==> src/rtl/datapath_ctrl_pkg.sv <==
// -----------------------------------------------------------------------------
// datapath_ctrl_pkg
// Shared definitions for the RV64I datapath control FSM:
//   - opcode / funct3 / funct7 constants for the supported subset
//   - controller state encoding
//   - instruction-class encoding plus a decode helper
// No ports (package).
// -----------------------------------------------------------------------------
package datapath_ctrl_pkg;

    localparam logic [6:0] OP_RTYPE = 7'b0110011;
    localparam logic [6:0] OP_ITYPE = 7'b0010011;
    localparam logic [6:0] OP_LOAD  = 7'b0000011;
    localparam logic [6:0] OP_STORE = 7'b0100011;

    localparam logic [2:0] F3_ADD   = 3'b000;
    localparam logic [2:0] F3_D     = 3'b011;

    localparam logic [6:0] F7_ADD   = 7'b0000000;
    localparam logic [6:0] F7_SUB   = 7'b0100000;

    typedef enum logic [2:0] {
        S_IDLE   = 3'd0,
        S_DECODE = 3'd1,
        S_EXEC   = 3'd2,
        S_MEM    = 3'd3,
        S_WB     = 3'd4
    } state_t;

    typedef enum logic [2:0] {
        C_ADD  = 3'd0,
        C_SUB  = 3'd1,
        C_ADDI = 3'd2,
        C_LD   = 3'd3,
        C_SD   = 3'd4,
        C_ILL  = 3'd5
    } iclass_t;

    // Classify a raw instruction word; anything outside the subset is C_ILL.
    function automatic iclass_t decode_class(input logic [31:0] w);
        iclass_t c;
        c = C_ILL;
        case (w[6:0])
            OP_RTYPE: begin
                if (w[14:12] == F3_ADD && w[31:25] == F7_ADD)      c = C_ADD;
                else if (w[14:12] == F3_ADD && w[31:25] == F7_SUB) c = C_SUB;
            end
            OP_ITYPE: if (w[14:12] == F3_ADD) c = C_ADDI;
            OP_LOAD:  if (w[14:12] == F3_D)   c = C_LD;
            OP_STORE: if (w[14:12] == F3_D)   c = C_SD;
            default:  c = C_ILL;
        endcase
        return c;
    endfunction

endpackage

==> src/rtl/datapath_ctrl_fsm_imm_gen.sv <==
// -----------------------------------------------------------------------------
// datapath_ctrl_fsm_imm_gen (imm_gen)
// Combinational immediate generator: picks the I- or S-type immediate field
// according to the instruction class and sign-extends it from bit 11 to XLEN.
// Ports:
//   instr   in  32    instruction word
//   iclass  in  3     instruction class (datapath_ctrl_pkg::iclass_t encoding)
//   imm     out XLEN  sign-extended immediate (0 for R-type / illegal)
// -----------------------------------------------------------------------------
module imm_gen
    import datapath_ctrl_pkg::*;
#(
    parameter int XLEN = 64
) (
    input  logic [31:0]     instr,
    input  logic [2:0]      iclass,
    output logic [XLEN-1:0] imm
);

    // Opcode and the middle fields play no part in the immediate.
    logic unused_bits;
    assign unused_bits = ^{instr[19:12], instr[6:0]};

    always_comb begin
        imm = '0;
        case (iclass)
            C_ADDI, C_LD: imm = {{(XLEN-12){instr[31]}}, instr[31:20]};
            C_SD:         imm = {{(XLEN-12){instr[31]}}, instr[31:25], instr[11:7]};
            default:      imm = '0;
        endcase
    end

endmodule

==> src/rtl/datapath_ctrl_fsm.sv <==
// -----------------------------------------------------------------------------
// datapath_ctrl_fsm
// Multi-cycle controller for the 64-bit load/store/add datapath. Accepts one
// RV64I word per valid/ready handshake, decodes ADD/SUB/ADDI/LD/SD and sequences
// IDLE -> DECODE -> EXEC -> {MEM} -> {WB} -> IDLE. Every output is a flop whose
// next value is computed together with the next state.
// Ports:
//   clk, rst_n                    clock, asynchronous active-low reset
//   instr_valid/instr_ready/instr instruction handshake
//   done, illegal                 1-cycle completion / rejection pulses
//   immediate                     sign-extended immediate (XLEN)
//   readRegister1/2, writeRegister  rs1 / rs2 / rd fields
//   writeEnable_Registers, writeEnable_DataMemory  write strobes
//   muxSelect_SumVsReadData, muxSelect_ImmVsDataout2, SumOrSub  datapath controls
// Optional (macro DATAPATH_CTRL_PERF_EN):
//   retired_cnt[31:0], illegal_cnt[15:0]  wrapping event counters
// -----------------------------------------------------------------------------
module datapath_ctrl_fsm
    import datapath_ctrl_pkg::*;
#(
    parameter int XLEN    = 64,
    parameter int MEM_LAT = 1
) (
    input  logic            clk,
    input  logic            rst_n,
    input  logic            instr_valid,
    output logic            instr_ready,
    input  logic [31:0]     instr,
    output logic            done,
    output logic            illegal,
    output logic [XLEN-1:0] immediate,
    output logic [4:0]      readRegister1,
    output logic [4:0]      readRegister2,
    output logic [4:0]      writeRegister,
    output logic            writeEnable_Registers,
    output logic            writeEnable_DataMemory,
    output logic            muxSelect_SumVsReadData,
    output logic            muxSelect_ImmVsDataout2,
    output logic            SumOrSub
`ifdef DATAPATH_CTRL_PERF_EN
    ,
    output logic [31:0]     retired_cnt,
    output logic [15:0]     illegal_cnt
`endif
);

    state_t            state_q, state_d;
    iclass_t           cls_q, cls_d, dec_cls;
    logic [31:0]       instr_q, instr_d;
    logic [3:0]        cnt_q, cnt_d;
    logic              ready_q, ready_d, done_q, done_d, illegal_q, illegal_d;
    logic              we_rf_q, we_rf_d, we_dm_q, we_dm_d;
    logic              sel_sum_q, sel_sum_d, sel_imm_q, sel_imm_d, sub_q, sub_d;
    logic [XLEN-1:0]   imm_q, imm_d, imm_dec;
    logic [4:0]        rs1_q, rs1_d, rs2_q, rs2_d, rd_q, rd_d;
    logic              go_idle;

    assign dec_cls = decode_class(instr_q);

    imm_gen #(.XLEN(XLEN)) u_imm_gen (
        .instr  (instr_q),
        .iclass (dec_cls),
        .imm    (imm_dec)
    );

    always_comb begin
        state_d   = state_q;
        cls_d     = cls_q;
        instr_d   = instr_q;
        cnt_d     = cnt_q;
        ready_d   = 1'b0;
        done_d    = 1'b0;
        illegal_d = 1'b0;
        we_rf_d   = 1'b0;
        we_dm_d   = 1'b0;
        imm_d     = imm_q;
        rs1_d     = rs1_q;
        rs2_d     = rs2_q;
        rd_d      = rd_q;
        sel_sum_d = sel_sum_q;
        sel_imm_d = sel_imm_q;
        sub_d     = sub_q;
        go_idle   = 1'b0;

        case (state_q)
            S_IDLE: begin
                ready_d = 1'b1;
                if (instr_valid && ready_q) begin
                    instr_d = instr;
                    state_d = S_DECODE;
                    ready_d = 1'b0;
                end
            end
            S_DECODE: begin
                cls_d = dec_cls;
                if (dec_cls == C_ILL) begin
                    illegal_d = 1'b1;
                    go_idle   = 1'b1;
                end else begin
                    state_d   = S_EXEC;
                    imm_d     = imm_dec;
                    rs1_d     = instr_q[19:15];
                    rs2_d     = instr_q[24:20];
                    rd_d      = instr_q[11:7];
                    sub_d     = (dec_cls == C_SUB);
                    sel_imm_d = (dec_cls == C_ADDI) || (dec_cls == C_LD) || (dec_cls == C_SD);
                    sel_sum_d = (dec_cls == C_ADD) || (dec_cls == C_SUB) || (dec_cls == C_ADDI);
                end
            end
            S_EXEC: begin
                if (cls_q == C_LD || cls_q == C_SD) begin
                    state_d = S_MEM;
                    cnt_d   = 4'(MEM_LAT - 1);
                    // The store strobe lands in the last MEM cycle, which is
                    // also the first one when MEM_LAT is 1.
                    we_dm_d = (cls_q == C_SD) && (cnt_d == 4'd0);
                end else begin
                    state_d = S_WB;
                    we_rf_d = (rd_q != 5'd0);
                end
            end
            S_MEM: begin
                if (cnt_q == 4'd0) begin
                    if (cls_q == C_SD) begin
                        done_d  = 1'b1;
                        go_idle = 1'b1;
                    end else begin
                        state_d = S_WB;
                        we_rf_d = (rd_q != 5'd0);
                    end
                end else begin
                    cnt_d   = cnt_q - 4'd1;
                    we_dm_d = (cls_q == C_SD) && (cnt_d == 4'd0);
                end
            end
            S_WB: begin
                done_d  = 1'b1;
                go_idle = 1'b1;
            end
            default: go_idle = 1'b1;
        endcase

        // Returning to IDLE clears the datapath controls to their reset values.
        if (go_idle) begin
            state_d   = S_IDLE;
            ready_d   = 1'b1;
            imm_d     = '0;
            rs1_d     = '0;
            rs2_d     = '0;
            rd_d      = '0;
            sel_sum_d = 1'b0;
            sel_imm_d = 1'b0;
            sub_d     = 1'b0;
        end
    end

    always_ff @(posedge clk or negedge rst_n) begin
        if (!rst_n) begin
            state_q   <= S_IDLE;
            cls_q     <= C_ADD;
            instr_q   <= '0;
            cnt_q     <= '0;
            ready_q   <= 1'b1;
            done_q    <= 1'b0;
            illegal_q <= 1'b0;
            we_rf_q   <= 1'b0;
            we_dm_q   <= 1'b0;
            imm_q     <= '0;
            rs1_q     <= '0;
            rs2_q     <= '0;
            rd_q      <= '0;
            sel_sum_q <= 1'b0;
            sel_imm_q <= 1'b0;
            sub_q     <= 1'b0;
        end else begin
            state_q   <= state_d;
            cls_q     <= cls_d;
            instr_q   <= instr_d;
            cnt_q     <= cnt_d;
            ready_q   <= ready_d;
            done_q    <= done_d;
            illegal_q <= illegal_d;
            we_rf_q   <= we_rf_d;
            we_dm_q   <= we_dm_d;
            imm_q     <= imm_d;
            rs1_q     <= rs1_d;
            rs2_q     <= rs2_d;
            rd_q      <= rd_d;
            sel_sum_q <= sel_sum_d;
            sel_imm_q <= sel_imm_d;
            sub_q     <= sub_d;
        end
    end

    assign instr_ready             = ready_q;
    assign done                    = done_q;
    assign illegal                 = illegal_q;
    assign immediate               = imm_q;
    assign readRegister1           = rs1_q;
    assign readRegister2           = rs2_q;
    assign writeRegister           = rd_q;
    assign writeEnable_Registers   = we_rf_q;
    assign writeEnable_DataMemory  = we_dm_q;
    assign muxSelect_SumVsReadData = sel_sum_q;
    assign muxSelect_ImmVsDataout2 = sel_imm_q;
    assign SumOrSub                = sub_q;

`ifdef DATAPATH_CTRL_PERF_EN
    logic [31:0] retired_cnt_q, retired_cnt_d;
    logic [15:0] illegal_cnt_q, illegal_cnt_d;

    // Counters step on the same edge that raises the pulse; wrap is natural.
    always_comb begin
        retired_cnt_d = retired_cnt_q + {31'd0, done_d};
        illegal_cnt_d = illegal_cnt_q + {15'd0, illegal_d};
    end

    always_ff @(posedge clk or negedge rst_n) begin
        if (!rst_n) begin
            retired_cnt_q <= '0;
            illegal_cnt_q <= '0;
        end else begin
            retired_cnt_q <= retired_cnt_d;
            illegal_cnt_q <= illegal_cnt_d;
        end
    end

    assign retired_cnt = retired_cnt_q;
    assign illegal_cnt = illegal_cnt_q;
`endif

endmodule

==> config.mk <==
export PLATFORM = sky130hd
export DESIGN_NAME = datapath_ctrl_fsm
export DESIGN_NICKNAME = d
export VERILOG_FILES = /design/src/rtl/datapath_ctrl_pkg.sv /design/src/rtl/datapath_ctrl_fsm_imm_gen.sv /design/src/rtl/datapath_ctrl_fsm.sv
export SDC_FILE = /design/constraint.sdc
export NUM_CORES = 1
export LEC_CHECK = 0
export ABC_AREA = 1
export CAP_MARGIN = 20
export CORE_ASPECT_RATIO = 0.9
export CORE_MARGIN = 3
export CORE_UTILIZATION = 40
export DETAILED_ROUTE_END_ITERATION = 16
export GPL_TIMING_DRIVEN = 1
export PLACE_DENSITY = 0.74
export SLEW_MARGIN = 0
export SYNTH_ARGS = -nofsm -noshare
export SYNTH_HDL_FRONTEND = slang
export SYNTH_HIERARCHICAL = 1
export SYNTH_SLANG_ARGS = --single-unit
==> constraint.sdc <==
create_clock -name clk -period 2.61 [get_ports clk]
set_clock_uncertainty 0.05 [all_clocks]
set_input_delay 0.522 -clock clk [delete_from_list [all_inputs] [get_ports clk]]
set_output_delay 0.522 -clock clk [all_outputs]
set_load 0.02 [all_outputs]
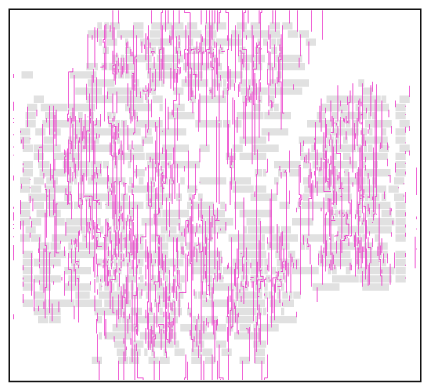
*Met2 routing, run 1*
(3 px per micron)
The longest straight run is 45.9 microns. The wires run mostly vertical. The layer holds 45% of the routed length.
final WL: 14.6 mm
via count: 4859

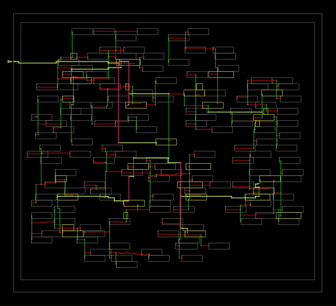
*The clock network, run 1*
Clk power: 2.60 mW
clock tree sinks: 129
CLK BUF: 22

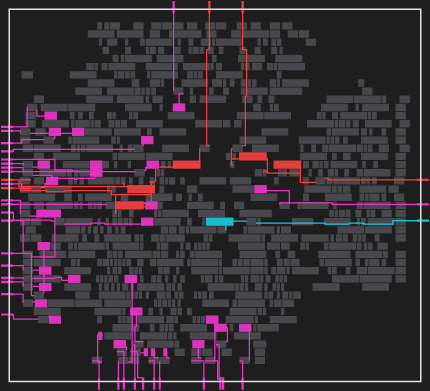
*Nets reached from selected ports, run 1*
(3 px per micron)
instr: in magenta, bits 32, direction input, end cells 32, buffers 32, wire 768 microns. writeRegister: in red, bits 5, direction output, end cells 5, buffers 5, wire 328 microns. muxSelect_ImmVsDataout2: in cyan, bits 1, direction output, end cells 1, buffers 1, wire 66.3 microns.

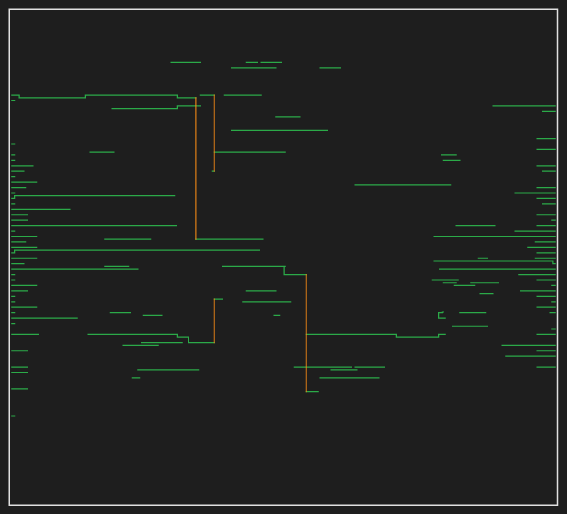
*Metal layers overlaid, run 1*
(4 px per micron) Two of the layers only.
M3: in green, wire length 1070 microns. M4: in orange, wire length 94.5 microns.

==> flow_summary.yaml, run 1 <==
# physical design summary
synth:
  ys_chip_area_sq_um: 6150
  yosysUniqueCellTypes: 34
  fp_nets: 702
final_timing:
  setup_violations: 0
  period_used_pct: 83.5
  hold_violations: 0
  maxSlewHeadroom_pct: 54.6
placement:
  placed_area_sq_um: 7180
  pre_cts_ws_ns: 0.452
power_and_ir_drop:
  top_power_group: "sequential cells"
  total_power_mw: 7.11
outcome:
  outcome: "finished clean"
critical_path:
  crit_buf_inv: 2
  crit_path_frequent_cell: "nand2_1"
  endpoint_kind: "register"
  r2r_end: "immediate[41]"
  path_cells: "nor2_1 > nand3_1 > nor2_1 > nand2_1 > nand2_1 > buf_4 > nand3_1 > nand2_2 > buf_4 > nand4_1 > nand2_1"
global_routing:
  grt_max_degree: 73
drt:
  drt_iter0_markers: 241
  route.detailed.drc: 0
  vias_per_cell: 5.19
  dr_wl_met2_mm: 6.62
cells_and_area:
  drive_above_1_share_pct: 10.0
  seq_area_sq_um: 3230
clocking:
  hold_buffers: 0
-- run 1: Yosys cell counts, types with 2 or more instances --
| master | number |
|---|---|
| nor2_1 | 23 |
| o22ai_1 | 3 |
| nand4_1 | 49 |
| o21ai_0 | 7 |
| nor2_2 | 4 |
| ha_1 | 3 |
| nor3_1 | 4 |
| buf_2 | 12 |
| buf_6 | 3 |
| clkbuf_1 | 17 |
| nand3_1 | 136 |
| buf_1 | 6 |
| a21oi_1 | 8 |
| inv_1 | 17 |
| nand2_1 | 136 |
| mux2_1 | 20 |
| a21oi_2 | 2 |
| mux2_2 | 8 |
| o31ai_1 | 2 |
| buf_4 | 60 |
| dfrtp_1 | 128 |
| inv_2 | 4 |
-- run 1: how the worst max path moves through the flow --
| stage | depth (start not counted) | startpoint | to |
|---|---|---|---|
| floorplan | 12 | instr_q[29] | immediate[13] |
| global placement | 11 | instr_q[6] | immediate[32] |
| detailed placement | 11 | instr_q[3] | immediate[41] |
| CTS | 11 | instr_q[3] | immediate[35] |
| global route | 11 | instr_q[3] | immediate[20] |
| finish | 11 | instr_q[3] | immediate[41] |
-- run 1: cells by family (layout without fill, tap and decap cells) --
family / Yosys count / after routing / synth area share [%]
DFF: 129 / 129 / 52.5
xor gates and xnor gates: 2 / 2 / 0.285
adders and majority gates: 3 / 3 / 0.611
muxes: 28 / 28 / 5.13
buffers and inverters: 119 / 193 / 11.5
and+or+nand+nor: 357 / 357 / 27.3
AOI/OAI and AO/OA: 26 / 26 / 2.59
-- run 1: area by class of cell --
class	count	share of cell area [%]
Tap cell	198	3.16
Inverter	21	1.04
Timing Repair Buffer	140	17.9
Sequential cell	129	41.2
Multi-Input combinational cell	416	28.3
Clock inverter	10	2.30
Clock buffer	22	6.05
### Close-up of the layout, run 1

Window x 93 to 113, y 83 to 103 microns. Cells in gray, sequential cells in the stronger gray; small squares are vias.
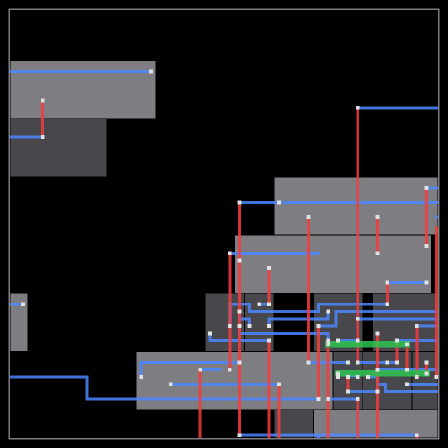

==> run 1 -> run 2 <==
--- a/config.mk
+++ b/config.mk
@@ -12,7 +12,7 @@
 export CORE_UTILIZATION = 40
 export DETAILED_ROUTE_END_ITERATION = 16
 export GPL_TIMING_DRIVEN = 1
-export PLACE_DENSITY = 0.74
+export PLACE_DENSITY = 0.71
 export SLEW_MARGIN = 0
 export SYNTH_ARGS = -nofsm -noshare
 export SYNTH_HDL_FRONTEND = slang
==> constraint.sdc (replaced) <==
create_clock -name clk -period 2.2 [get_ports clk]
set_clock_uncertainty 0.05 [all_clocks]
set_input_delay 0.44 -clock clk [delete_from_list [all_inputs] [get_ports clk]]
set_output_delay 0.44 -clock clk [all_outputs]
set_load 0.02 [all_outputs]
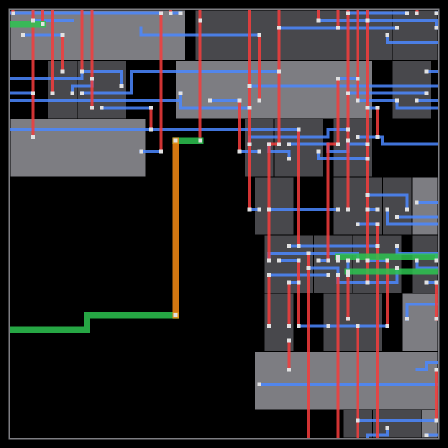
*Close-up of the layout, run 2*
Window x 93 to 113, y 83 to 103 microns. Cells in gray, sequential cells in the stronger gray; small squares are vias.
M4: in orange. M3: in green. M1: in blue. M2: in red.
21 logic cells have their middle in the window. Most frequent: nand4_1 (6), nand2_1 (5), dfrtp_1 (4). Netlist names of flops here include immediate (4). Sequential cells in the window: 4.

==> run 2 against run 1 <==
- hold slack better by 0.37 ns
- first-iteration DRC count rose by 89%
- worst setup slack got worse by 0.29 ns
- critical path depth is 10 lower
- sequential power grew 19%
- sequential cell count unchanged
- clock power up 9.2%
- largest cell class unchanged
==> flow_summary.yaml, run 2 <==
# physical design summary
synth:
  ys_chip_area_sq_um: 6150
  synthTopCellsByCount: "nand2_1, nand3_1, dfrtp_1, buf_4, nand4_1"
  fp_nets: 702
  yosys.area.top_type: "dfrtp_1"
  ys_warn_count: 6
  yosysUniqueCellTypes: 34
final_timing:
  period_used_pct: 93.5
  setup_violations: 0
  maxSlewHeadroom_pct: 64.4
  hold_violations: 0
power_and_ir_drop:
  p_leak_nw: 3.79
  clkPwrFrac_pct: 34.2
  pwr-share-seq_pct: 37.3
  p_clk_mw: 2.84
  top_power_group: "sequential cells"
  comb_cell_power_mw: 2.37
drt:
  vias_per_cell: 5.30
  drt_iter0_markers: 456
  route.detailed.drc: 0
  antenna_left: 0
outcome:
  outcome: "finished clean"
global_routing:
  grt_max_degree: 85
critical_path:
  crit_buf_inv: 1
  r2r_cells: 11
  crit_path_start: "instr_ready"
  worstSetupPathDepth: 1
  critical_path.endpoint: "instr_ready"
  r2r_end: "immediate[20]"
  path_cells: "clkdlybuf4s50_1"
  endpoint_kind: "output port"
cells_and_area:
  seq_area_sq_um: 3230
  drive_above_1_share_pct: 10.7
placement:
  dp.final_hpwl_mm: 9.63
clocking:
  clock_sinks: 129
floorplanning:
  initCoreUtil_pct: 41.3
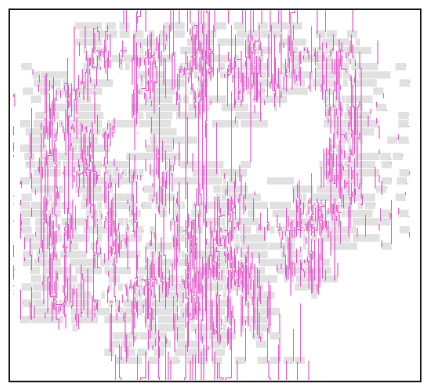
*Met2 routing, run 2*
(3 px per micron)
The layer holds 48% of the routed length. The longest straight run is 50.5 microns. 645 nets have wire on it. The layer carries 7140 microns of wire. The wires run mostly vertical.
final WL: 15.0 mm
via count: 4971
met2 usage: 27.6%

==> run 2: cell types whose count changed in the layout (fill, tap and decap cells not counted), sizes merged <==
cell         change
dlygate4sd3      +1
inv              +2
clkbuf           -2
bufinv           -2
clkinvlp         +3
==> run 2: repair_timing <==
action / in CTS / in global routing
hold buffers: 1 / 0
endpoints found under the setup margin: 0 / 51
gates resized: 0 / 4
hold endpoints to repair: 38 / 0
setup buffers: 0 / 0
==> run 2: stage by stage <==
stage | cells | setup slack, ns | instance area [sq um] | power (mW)
floorplan | 664 | 0.0479 | 6150 | 4.70
global placement | 904 | 0.254 | 7250 | 5.40
detailed placement | 904 | 0.181 | 7250 | 5.48
CTS | 937 | 0.121 | 7860 | 8.36
global route | 938 | 0.0281 | 7900 | 8.77
finish | 938 | 0.144 | 7900 | 8.32
==> run 2: area by class of cell <==
cell class              instances  share of cell area [%]
multi-input cells             416                    28.3
flip-flops and latches        129                    40.9
clock buffers                  19                    5.60
inverters                      21                    1.03
repair buffers                142                    19.1
well taps                     198                    3.13
clock inverters                13                    2.03
==> run 2: cells by family after synthesis <==
kind of cell / Yosys count / synth area share, %
and+or+nand+nor: 357 / 27.3
AOI/OAI and AO/OA: 26 / 2.59
muxes: 28 / 5.13
adders and majority gates: 3 / 0.611
DFF: 129 / 52.5
buffers and inverters: 119 / 11.5
xor gates and xnor gates: 2 / 0.285
==> run 2: per-layer routing <==
layer | GRT usage (%) | wire length, microns | share of wire [%] | up-vias
li1 | - | - | - | 2341
met1 | 23.3 | 6440 | 43 | 2435
met2 | 27.6 | 7140 | 48 | 181
met3 | 6.87 | 1250 | 8.3 | 14
met4 | 6.23 | 147 | 0.98 | 0
met5 | 0 | 0 | 0 | -
### The clock network, run 2

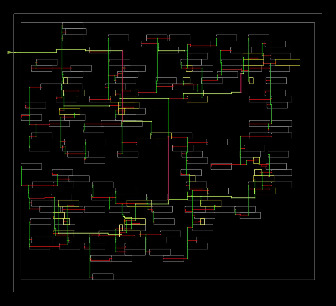

==> run 2 -> run 3 <==
--- a/config.mk
+++ b/config.mk
@@ -10,6 +10,7 @@
 export CORE_ASPECT_RATIO = 0.9
 export CORE_MARGIN = 3
 export CORE_UTILIZATION = 40
+export CTS_BUF_LIST = sky130_fd_sc_hd__clkbuf_16
 export DETAILED_ROUTE_END_ITERATION = 16
 export GPL_TIMING_DRIVEN = 1
 export PLACE_DENSITY = 0.71
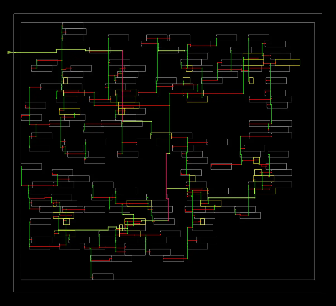
*The clock network, run 3*
CTS buffer count: 17
flip-flop and latch count: 129
Clk power: 2.80 mW

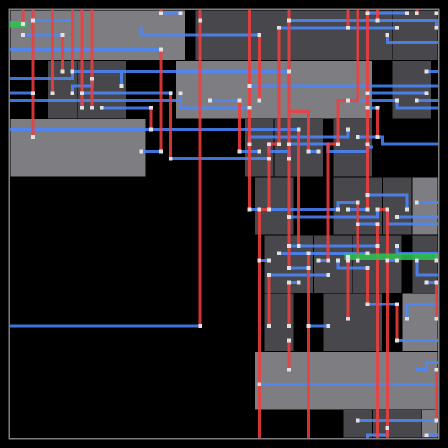
*Close-up of the layout, run 3*
Window x 93 to 113, y 83 to 103 microns. Cells in gray, sequential cells in the stronger gray; small squares are vias.
M1: in blue. M3: in green. M2: in red.
21 logic cells have their middle in the window. Sequential cells in the window: 4. Netlist names of flops here include immediate (4). Most frequent: nand4_1 (6), nand2_1 (5), dfrtp_1 (4).

==> run 3 against run 2 <==
- die area did not move
- largest cell class unchanged
- sequential share of layout area grew 0.052 points
- fmax about the same
- global-route usage about the same
- critical path depth is the same
- sequential cell count is the same
- critical endpoint unchanged
- count of clock-buffer cells in the layout down 2
- first-iteration DRC count fell by 6.4%
- design area shrank 0.13%
- combinational power is essentially flat
- final cell count stayed put
- worst setup slack worse by 0.00075 ns
==> flow_summary.yaml, run 3 <==
# physical design summary
power_and_ir_drop:
  p_leak_nw: 3.79
  peakVddDrop_v: 0.000654
final_timing:
  maxSlewHeadroom_pct: 62.6
  hold_violations: 0
  fin_tns_setup_ns: 0
  setup_violations: 0
  period_used_pct: 93.5
synth:
  yosys-mux-area-fraction_pct: 5.13
  yosys.area_share.simple_pct: 27.3
  xor_area_share_pct: 0.285
  yosys.area.top_type: "dfrtp_1"
  top_logic_kind: "simple AND/OR/NAND/NOR gates"
  yosysUniqueCellTypes: 34
  synth-adder-area-share_pct: 0.611
  fp_nets: 702
critical_path:
  path_cells: "clkdlybuf4s50_1"
  endpoint_kind: "output port"
  crit_buf_inv: 1
drt:
  drt-total-wl_mm: 15.0
  drt_iter0_markers: 427
  dr_total_vias: 4974
  vias_per_cell: 5.30
  route.detailed.drc: 0
  antenna_left: 0
cells_and_area:
  drive_above_1_share_pct: 10.5
  fin_cells: 938
floorplanning:
  pin_count: 122
  initCoreUtil_pct: 41.3
  rows: 42
placement:
  dp.cells: 904
  dp.final_hpwl_mm: 9.63
  pre_cts_ws_ns: 0.181
clocking:
  cts_setup_buffers: 0
  root_buffer: "clkbuf_16"
  clock_sinks: 129
global_routing:
  grt_max_degree: 85
  grt_pass1_wl_mm: 23.9
outcome:
  outcome: "finished clean"
## run 3: routing by layer
layer	track usage [%]	up-vias	part of all wire, %
li1	-	2342	-
met1	23.4	2443	43
met2	27.4	174	48
met3	6.83	15	8.1
met4	6.05	0	0.95
met5	0	-	0
## run 3: final cells by class
cell class,instances,area [sq um],share of cell area [%]
flip-flops and latches,129,3230,40.9
multi-input cells,416,2230,28.3
repair buffers,142,1510,19.1
clock buffers,17,425,5.39
well taps,198,248,3.14
clock inverters,15,168,2.12
inverters,21,81.3,1.03
## run 3: what timing repair did
action,CTS,global route
setup endpoints to repair,0,51
hold endpoints to repair,38,0
gates resized,0,4
hold buffers,1,0
## run 3: logic make-up after synthesis
family / after synthesis
DFF: 129
and+or+nand+nor: 357
AOI/OAI and AO/OA: 26
buffers and inverters: 119
muxes: 28
xor gates and xnor gates: 2
adders and majority gates: 3
## run 3: worst paths after layout
path | start | end | slack, ns | cells after the start
max | instr_ready | instr_ready | 0.14 | 1
min reg2reg | instr_q[16] | instr_q[16] | 0.44 | 1
max in group asynchronous | rst_n | instr_ready | 0.85 | 3
max reg2reg | instr_q[29] | immediate[20] | 0.22 | 11
min | instr_q[16] | instr_q[16] | 0.44 | 1
min in group asynchronous | rst_n | readRegister1[4] | 0.50 | 2
## run 3: power breakdown
part	total, mW	switching [mW]	internal, mW
Sequential	3.10	0.325	2.78
Combinational	2.37	1.56	0.814
Clock	2.80	1.03	1.77
## run 3: through the flow
step / power (mW) / instance area [sq um] / utilization [%]
after floorplan: 4.70 / 6150 / -
after global placement: 5.40 / 7250 / 48.7
after detailed placement: 5.48 / 7250 / 48.7
after CTS: 8.31 / 7850 / 52.8
after global routing: 8.73 / 7890 / 53.1
final: 8.28 / 7890 / 53.1
Power and IR drop assume default switching activity.
